[config.mk]
export PLATFORM = sky130hd
export DESIGN_NAME = fu_issue_ctrl
export DESIGN_NICKNAME = d
export VERILOG_FILES = /design/src/rtl/fu_issue_ctrl.sv
export SDC_FILE = /design/constraint.sdc
export NUM_CORES = 1
export LEC_CHECK = 0
export ABC_AREA = 1
export ABC_CLOCK_PERIOD_IN_PS = 8200
export CORE_ASPECT_RATIO = 1.4
export CORE_MARGIN = 10
export CORE_UTILIZATION = 50
export CTS_CLUSTER_DIAMETER = 60
export DETAILED_ROUTE_END_ITERATION = 8
export PLACE_DENSITY = 0.73
export SLEW_MARGIN = 10
export SYNTH_ARGS = -nofsm -noshare
export SYNTH_HDL_FRONTEND = slang
export SYNTH_SLANG_ARGS = --single-unit
[constraint.sdc]
create_clock -name clock -period 8.2 [get_ports clock]
set_clock_uncertainty 0.15 [all_clocks]
set_input_delay 0.82 -clock clock [delete_from_list [all_inputs] [get_ports clock]]
set_output_delay 0.82 -clock clock [all_outputs]
set_load 0.01 [all_outputs]
[src/rtl/fu_issue_ctrl.sv]
// fu_issue_ctrl: in-order issue queue and functional-unit selection.
// Optional FU_ISSUE_BYPASS_EN: an RS op arriving at an empty queue selects in its handshake cycle.
package fu_issue_pkg;

  typedef enum logic [2:0] {
    FU_NONE   = 3'd0,
    FU_ALU_1  = 3'd1,
    FU_ALU_2  = 3'd2,
    FU_ALU_3  = 3'd3,
    FU_MULT_1 = 3'd4,
    FU_MULT_2 = 3'd5,
    FU_BRANCH = 3'd6
  } fu_select_t;

  typedef struct packed {
    logic [31:0] pc;
    logic [31:0] inst;
    logic [4:0]  dest_reg;
    fu_select_t  fu_select;
  } issue_fu_packet_t;

  typedef struct packed {
    logic alu_1;
    logic alu_2;
    logic alu_3;
    logic mult_1;
    logic mult_2;
  } fu_rs_packet_t;

  localparam int ISSUE_W = $bits(issue_fu_packet_t);
  localparam int FU_RS_W = $bits(fu_rs_packet_t);

  localparam logic [1:0] CLASS_ALU  = 2'd0;
  localparam logic [1:0] CLASS_MULT = 2'd1;
  localparam logic [1:0] CLASS_BR   = 2'd2;

endpackage

module fu_issue_ctrl
  import fu_issue_pkg::*;
#(
  parameter int DEPTH    = 4,
  parameter int MULT_LAT = 5
) (
  input  logic                    clock,
  input  logic                    reset,
  input  logic                    rs_valid,
  input  logic [1:0]              rs_class,
  input  logic [ISSUE_W-1:0]      rs_packet,
  output logic                    rs_ready,
  input  logic                    flush,
  input  logic [FU_RS_W-1:0]      fu_rs_in,
  input  logic                    stall_fu_2_dispatch,
  output logic [ISSUE_W-1:0]      fu_issue_out,
  output logic                    issue_valid,
  output logic [$clog2(DEPTH):0]  queue_count
);

  localparam int PW = $clog2(DEPTH);
  localparam int CW = $clog2(MULT_LAT + 1);
  // Loaded on the issuing edge so the next issue lands MULT_LAT cycles later.
  localparam logic [CW-1:0] MULT_LOAD = CW'(MULT_LAT - 1);

  logic [1:0]       q_class [DEPTH];
  issue_fu_packet_t q_pkt   [DEPTH];

  logic [PW-1:0] head;
  logic [PW-1:0] tail;
  logic [PW:0]   count;

  logic [CW-1:0] mult1_cnt;
  logic [CW-1:0] mult2_cnt;
  logic [1:0]    alu_ptr;

  issue_fu_packet_t out_q;
  logic             out_valid;

  fu_rs_packet_t    hold;
  logic             accept;
  logic             bypass;
  logic             cand_valid;
  logic [1:0]       cand_class;
  issue_fu_packet_t cand_pkt;
  issue_fu_packet_t issue_pkt;

  logic [2:0] alu_free;
  logic       mult1_free;
  logic       mult2_free;
  logic [1:0] a0;
  logic [1:0] a1;
  logic [1:0] a2;
  logic [1:0] alu_pick;
  logic       alu_hit;

  fu_select_t sel;
  logic       issue;
  logic       enq;
  logic       deq;

  function automatic logic [1:0] nxt3(input logic [1:0] p);
    return (p == 2'd2) ? 2'd0 : p + 2'd1;
  endfunction

  assign hold     = fu_rs_packet_t'(fu_rs_in);
  assign rs_ready = (count < (PW+1)'(DEPTH));
  assign accept   = rs_valid & rs_ready
                  & (rs_class != 2'd3) & ~flush;

`ifdef FU_ISSUE_BYPASS_EN
  assign bypass = accept & (count == '0);
`else
  assign bypass = 1'b0;
`endif

  assign cand_valid = bypass | (count != '0);
  assign cand_class = bypass ? rs_class : q_class[head];
  assign cand_pkt   = bypass ? issue_fu_packet_t'(rs_packet)
                             : q_pkt[head];

  assign alu_free   = {~hold.alu_3, ~hold.alu_2, ~hold.alu_1};
  assign mult1_free = (mult1_cnt == '0) & ~hold.mult_1;
  assign mult2_free = (mult2_cnt == '0) & ~hold.mult_2;

  // Round-robin scan starting at the pointer.
  always_comb begin
    a0       = alu_ptr;
    a1       = nxt3(a0);
    a2       = nxt3(a1);
    alu_hit  = 1'b1;
    alu_pick = a0;
    if (alu_free[a0])      alu_pick = a0;
    else if (alu_free[a1]) alu_pick = a1;
    else if (alu_free[a2]) alu_pick = a2;
    else                   alu_hit  = 1'b0;
  end

  always_comb begin
    sel = FU_NONE;
    if (cand_valid & ~stall_fu_2_dispatch & ~flush) begin
      unique case (cand_class)
        CLASS_ALU: begin
          if (alu_hit)
            sel = fu_select_t'({1'b0, alu_pick} + 3'd1);
        end
        CLASS_MULT: begin
          if (mult1_free)      sel = FU_MULT_1;
          else if (mult2_free) sel = FU_MULT_2;
        end
        CLASS_BR: sel = FU_BRANCH;
        default:  sel = FU_NONE;
      endcase
    end
  end

  assign issue = (sel != FU_NONE);
  assign deq   = issue & ~bypass;
  assign enq   = accept & ~(bypass & issue);

  always_comb begin
    issue_pkt           = cand_pkt;
    issue_pkt.fu_select = sel;
  end

  always_ff @(posedge clock) begin
    if (reset) begin
      out_q     <= '0;
      out_valid <= 1'b0;
      mult1_cnt <= '0;
      mult2_cnt <= '0;
      alu_ptr   <= 2'd0;
    end else begin
      out_q     <= issue ? issue_pkt : '0;
      out_valid <= issue;

      if (issue && sel == FU_MULT_1) mult1_cnt <= MULT_LOAD;
      else if (mult1_cnt != '0)      mult1_cnt <= mult1_cnt - CW'(1);

      if (issue && sel == FU_MULT_2) mult2_cnt <= MULT_LOAD;
      else if (mult2_cnt != '0)      mult2_cnt <= mult2_cnt - CW'(1);

      if (issue && cand_class == CLASS_ALU)
        alu_ptr <= nxt3(alu_pick);
    end
  end

  always_ff @(posedge clock) begin
    if (reset || flush) begin
      head  <= '0;
      tail  <= '0;
      count <= '0;
    end else begin
      if (enq) tail <= tail + PW'(1);
      if (deq) head <= head + PW'(1);
      unique case ({enq, deq})
        2'b10:   count <= count + (PW+1)'(1);
        2'b01:   count <= count - (PW+1)'(1);
        default: count <= count;
      endcase
    end
  end

  always_ff @(posedge clock) begin
    if (enq) begin
      q_class[tail] <= rs_class;
      q_pkt[tail]   <= issue_fu_packet_t'(rs_packet);
    end
  end

  assign fu_issue_out = out_q;
  assign issue_valid  = out_valid;
  assign queue_count  = count;

endmodule

==> impl_metrics.env <==
# implementation run metrics
export IMPL_start_kind="primary input"
export IMPL_cp_buffers_inverters=2
export IMPL_ys_top_cells_by_count="nand2_1, edfxtp_1, a21oi_1, dfxtp_1, nor3_2"
export IMPL_nets=1341
export IMPL_p_per_area_nw_per_um2=227.6
export IMPL_ys_ff=374
export IMPL_drive_above_1_share_pct=10.33
export IMPL_lay_top_cells="nand2_1, edfxtp_1, clkdlybuf4s50_1"
export IMPL_path_clk_slew_ns=0.06
export IMPL_crit_path_max_incr_delay_ns=0.98
export IMPL_critical_path_class="in -> reg"
export IMPL_p_leak_nw=6.390
export IMPL_final_antenna_net_count=0
export IMPL_track_usage_pct=16.80
export IMPL_ios=161
export IMPL_edf_count=284
export IMPL_fill_cells=2091
export IMPL_cts_hold_repair_buffers=0
export IMPL_antenna_found_initial=3
export IMPL_cts_buffer_depth=3
export IMPL_grt_pass1_wl_um=46600
export IMPL_fin_crit_ns=3.728
export IMPL_final_common_cell="nand2_1"
export IMPL_warning_count=41
export IMPL_dp_hpwl_um=16540
export IMPL_fp_util_pct=50.52
export IMPL_status="completed"
export IMPL_synth_area_top_cells="edfxtp_1, dfxtp_1, nand2_1"
export IMPL_top_cell_area_share_pct=61.44
export IMPL_cp_required_ns=8.19
export IMPL_viasPerCell=5.185
export IMPL_yosysSeqAreaShare_pct=74.42
export IMPL_clock_sinks=374
export IMPL_top_area_cell="edfxtp_1"
export IMPL_slew_headroom_pct=26.97
export IMPL_async_reset_ff_share_pct=0
export IMPL_rows=72
export IMPL_fin_crit_sh_pct=45.47
export IMPL_chip_area_um2=34920
export IMPL_syn_cell_area_um2=13880
export IMPL_path_cells="clkdlybuf4s50_1 > nand2_1 > nand4_1 > nor2_4 > buf_4"
export IMPL_yosysMostFrequentCell="nand2_1"
export IMPL_synth_distinct_cells=31
export IMPL_syn_avg_cell_area_um2=12.71
export IMPL_synth_cells=1092
export IMPL_grt_overflow_total=0
export IMPL_grt_max_degree=101
export IMPL_io_buffers=157
export IMPL_hold_class="reg -> reg"
export IMPL_cts_htree_levels=2
export IMPL_ir_worst_vdd_uv=175.3
export IMPL_yosysWarnings=0
export IMPL_combGateArea_um2=3149
export IMPL_die_h_um=217.1
export IMPL_fin_hold_ws_ns=0.3154
export IMPL_rsz0062_at_grt="no"
export IMPL_finalPower_mw=3.844
export IMPL_cpMaxStageDelayCell="nor2_4"
export IMPL_critPathCaptureType="flop"
export IMPL_numCtsBuffers=36
export IMPL_crit_path_max_fanout=44
export IMPL_cp_top_family="simple AND/OR/NAND/NOR gates"
export IMPL_drc=0
export IMPL_cts_resized=0
export IMPL_setup_tns_final_ns=0
export IMPL_synth_main_ff_cell="edfxtp_1"
routing by layer:
layer  vias to the layer above  global-route usage, %  share of wire (%)
li1                       4096                      -                  -
met4                         6                  5.441                2.3
met3                        49                  4.458                6.5
met2                       220                  29.13                 52
met1                      4127                  19.97                 39
met5                         -                      0               0.15
kinds of logic (layout without fill, tap and decap cells):
| family | count (synthesis) | after routing | share of synthesized area [%] |
|---|---|---|---|
| other | 0 | 1 | 0 |
| flip-flops | 374 | 374 | 74.42 |
| XOR/XNOR | 1 | 1 | 0.06311 |
| adder cells (fa/ha/maj) | 15 | 15 | 1.406 |
| buffers and inverters | 96 | 272 | 3.110 |
| AND-OR/OR-AND | 162 | 162 | 5.958 |
| AND/OR/NAND/NOR | 444 | 444 | 15.04 |
path summary, 6_finish.rpt:
kind / start / endpoint / cells past startpoint
setup / recovery: rs_class[1] / q_pkt[1][57] / 5
hold / removal: mult1_cnt[0] / mult1_cnt[0] / 2
setup reg to reg: a0[1] / queue_count[2] / 19
hold reg to reg: mult1_cnt[0] / mult1_cnt[0] / 2
final cells by class:
cell class | count | area share (%)
tap | 370 | 2.741
clock buffer | 45 | 5.896
clock inverter | 19 | 0.8741
multi-input combinational | 622 | 18.64
sequential | 374 | 61.20
antenna | 1 | 0.01481
inverter | 43 | 0.9704
timing repair buffer | 165 | 9.659
flip-flops by register name, indices dropped and copies added (netlist names), 2 cells and up, named ones only:
name,flops
fu_issue_out,72
q_pkt,276
mult2_cnt,3
q_class,8
queue_count,3
mult1_cnt,3
a0,2
head,2
tail,2
power breakdown:
| part | internal [mW] | leakage (nW) | switching (mW) |
|---|---|---|---|
| clock network | 0.925 | 0.557 | 0.662 |
| logic | 0.0781 | 2.53 | 0.0980 |
| registers | 2.07 | 3.30 | 0.0115 |
==> images/m2.png <==
(1.5 px per µm)
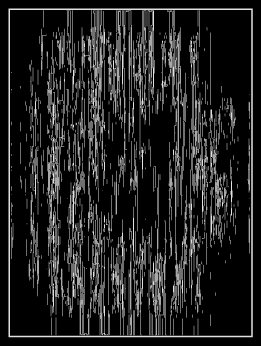
nets with wire on the layer	1058
longest straight run	67.5 µm
share of all routed wire	52%
wire length on this layer	15500 µm
DR vias: 8498
met2 Usage GRT: 29.13%
Routed Wire Length: 29750 µm

==> images/sizing.png <==
(2 px per µm)
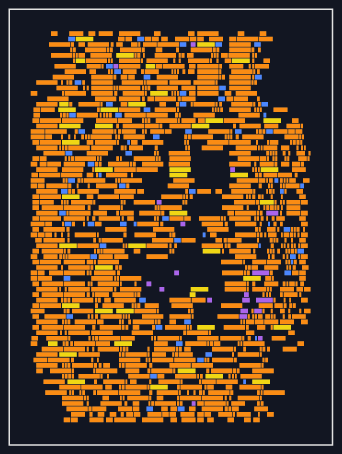
colour	size	cells
yellow	x6 and larger	45
purple	x3 and x4	19
orange	x1 and smaller	1137
blue	x2	67
post-route cell area: 16890 µm²
Layout area overhead: 21.69%

==> images/ff_map.png <==
(1.5 px per µm) Other sequential cells in the stronger grey, the rest of the logic in the fainter grey.
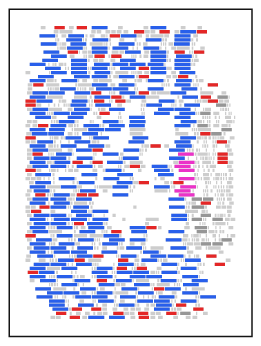
colour	name in the netlist	flops
magenta	q_class	8
red	fu_issue_out	72
blue	q_pkt	276
not coloured	18
seq pwr: 2.08 mW
Util after Layout: 61.48%
FF+latch area: 10340 µm²
sequential portion of the cell area: 61.20%

==> images/congestion_map.png <==
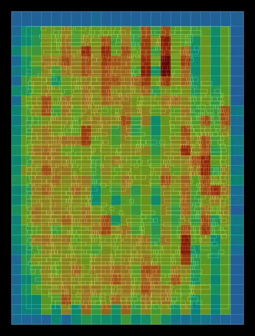
global-route met3 utilization: 4.458%
wire per inst: 18.15 µm

Power figures rest on the tool's default switching activity, not on a simulated workload.
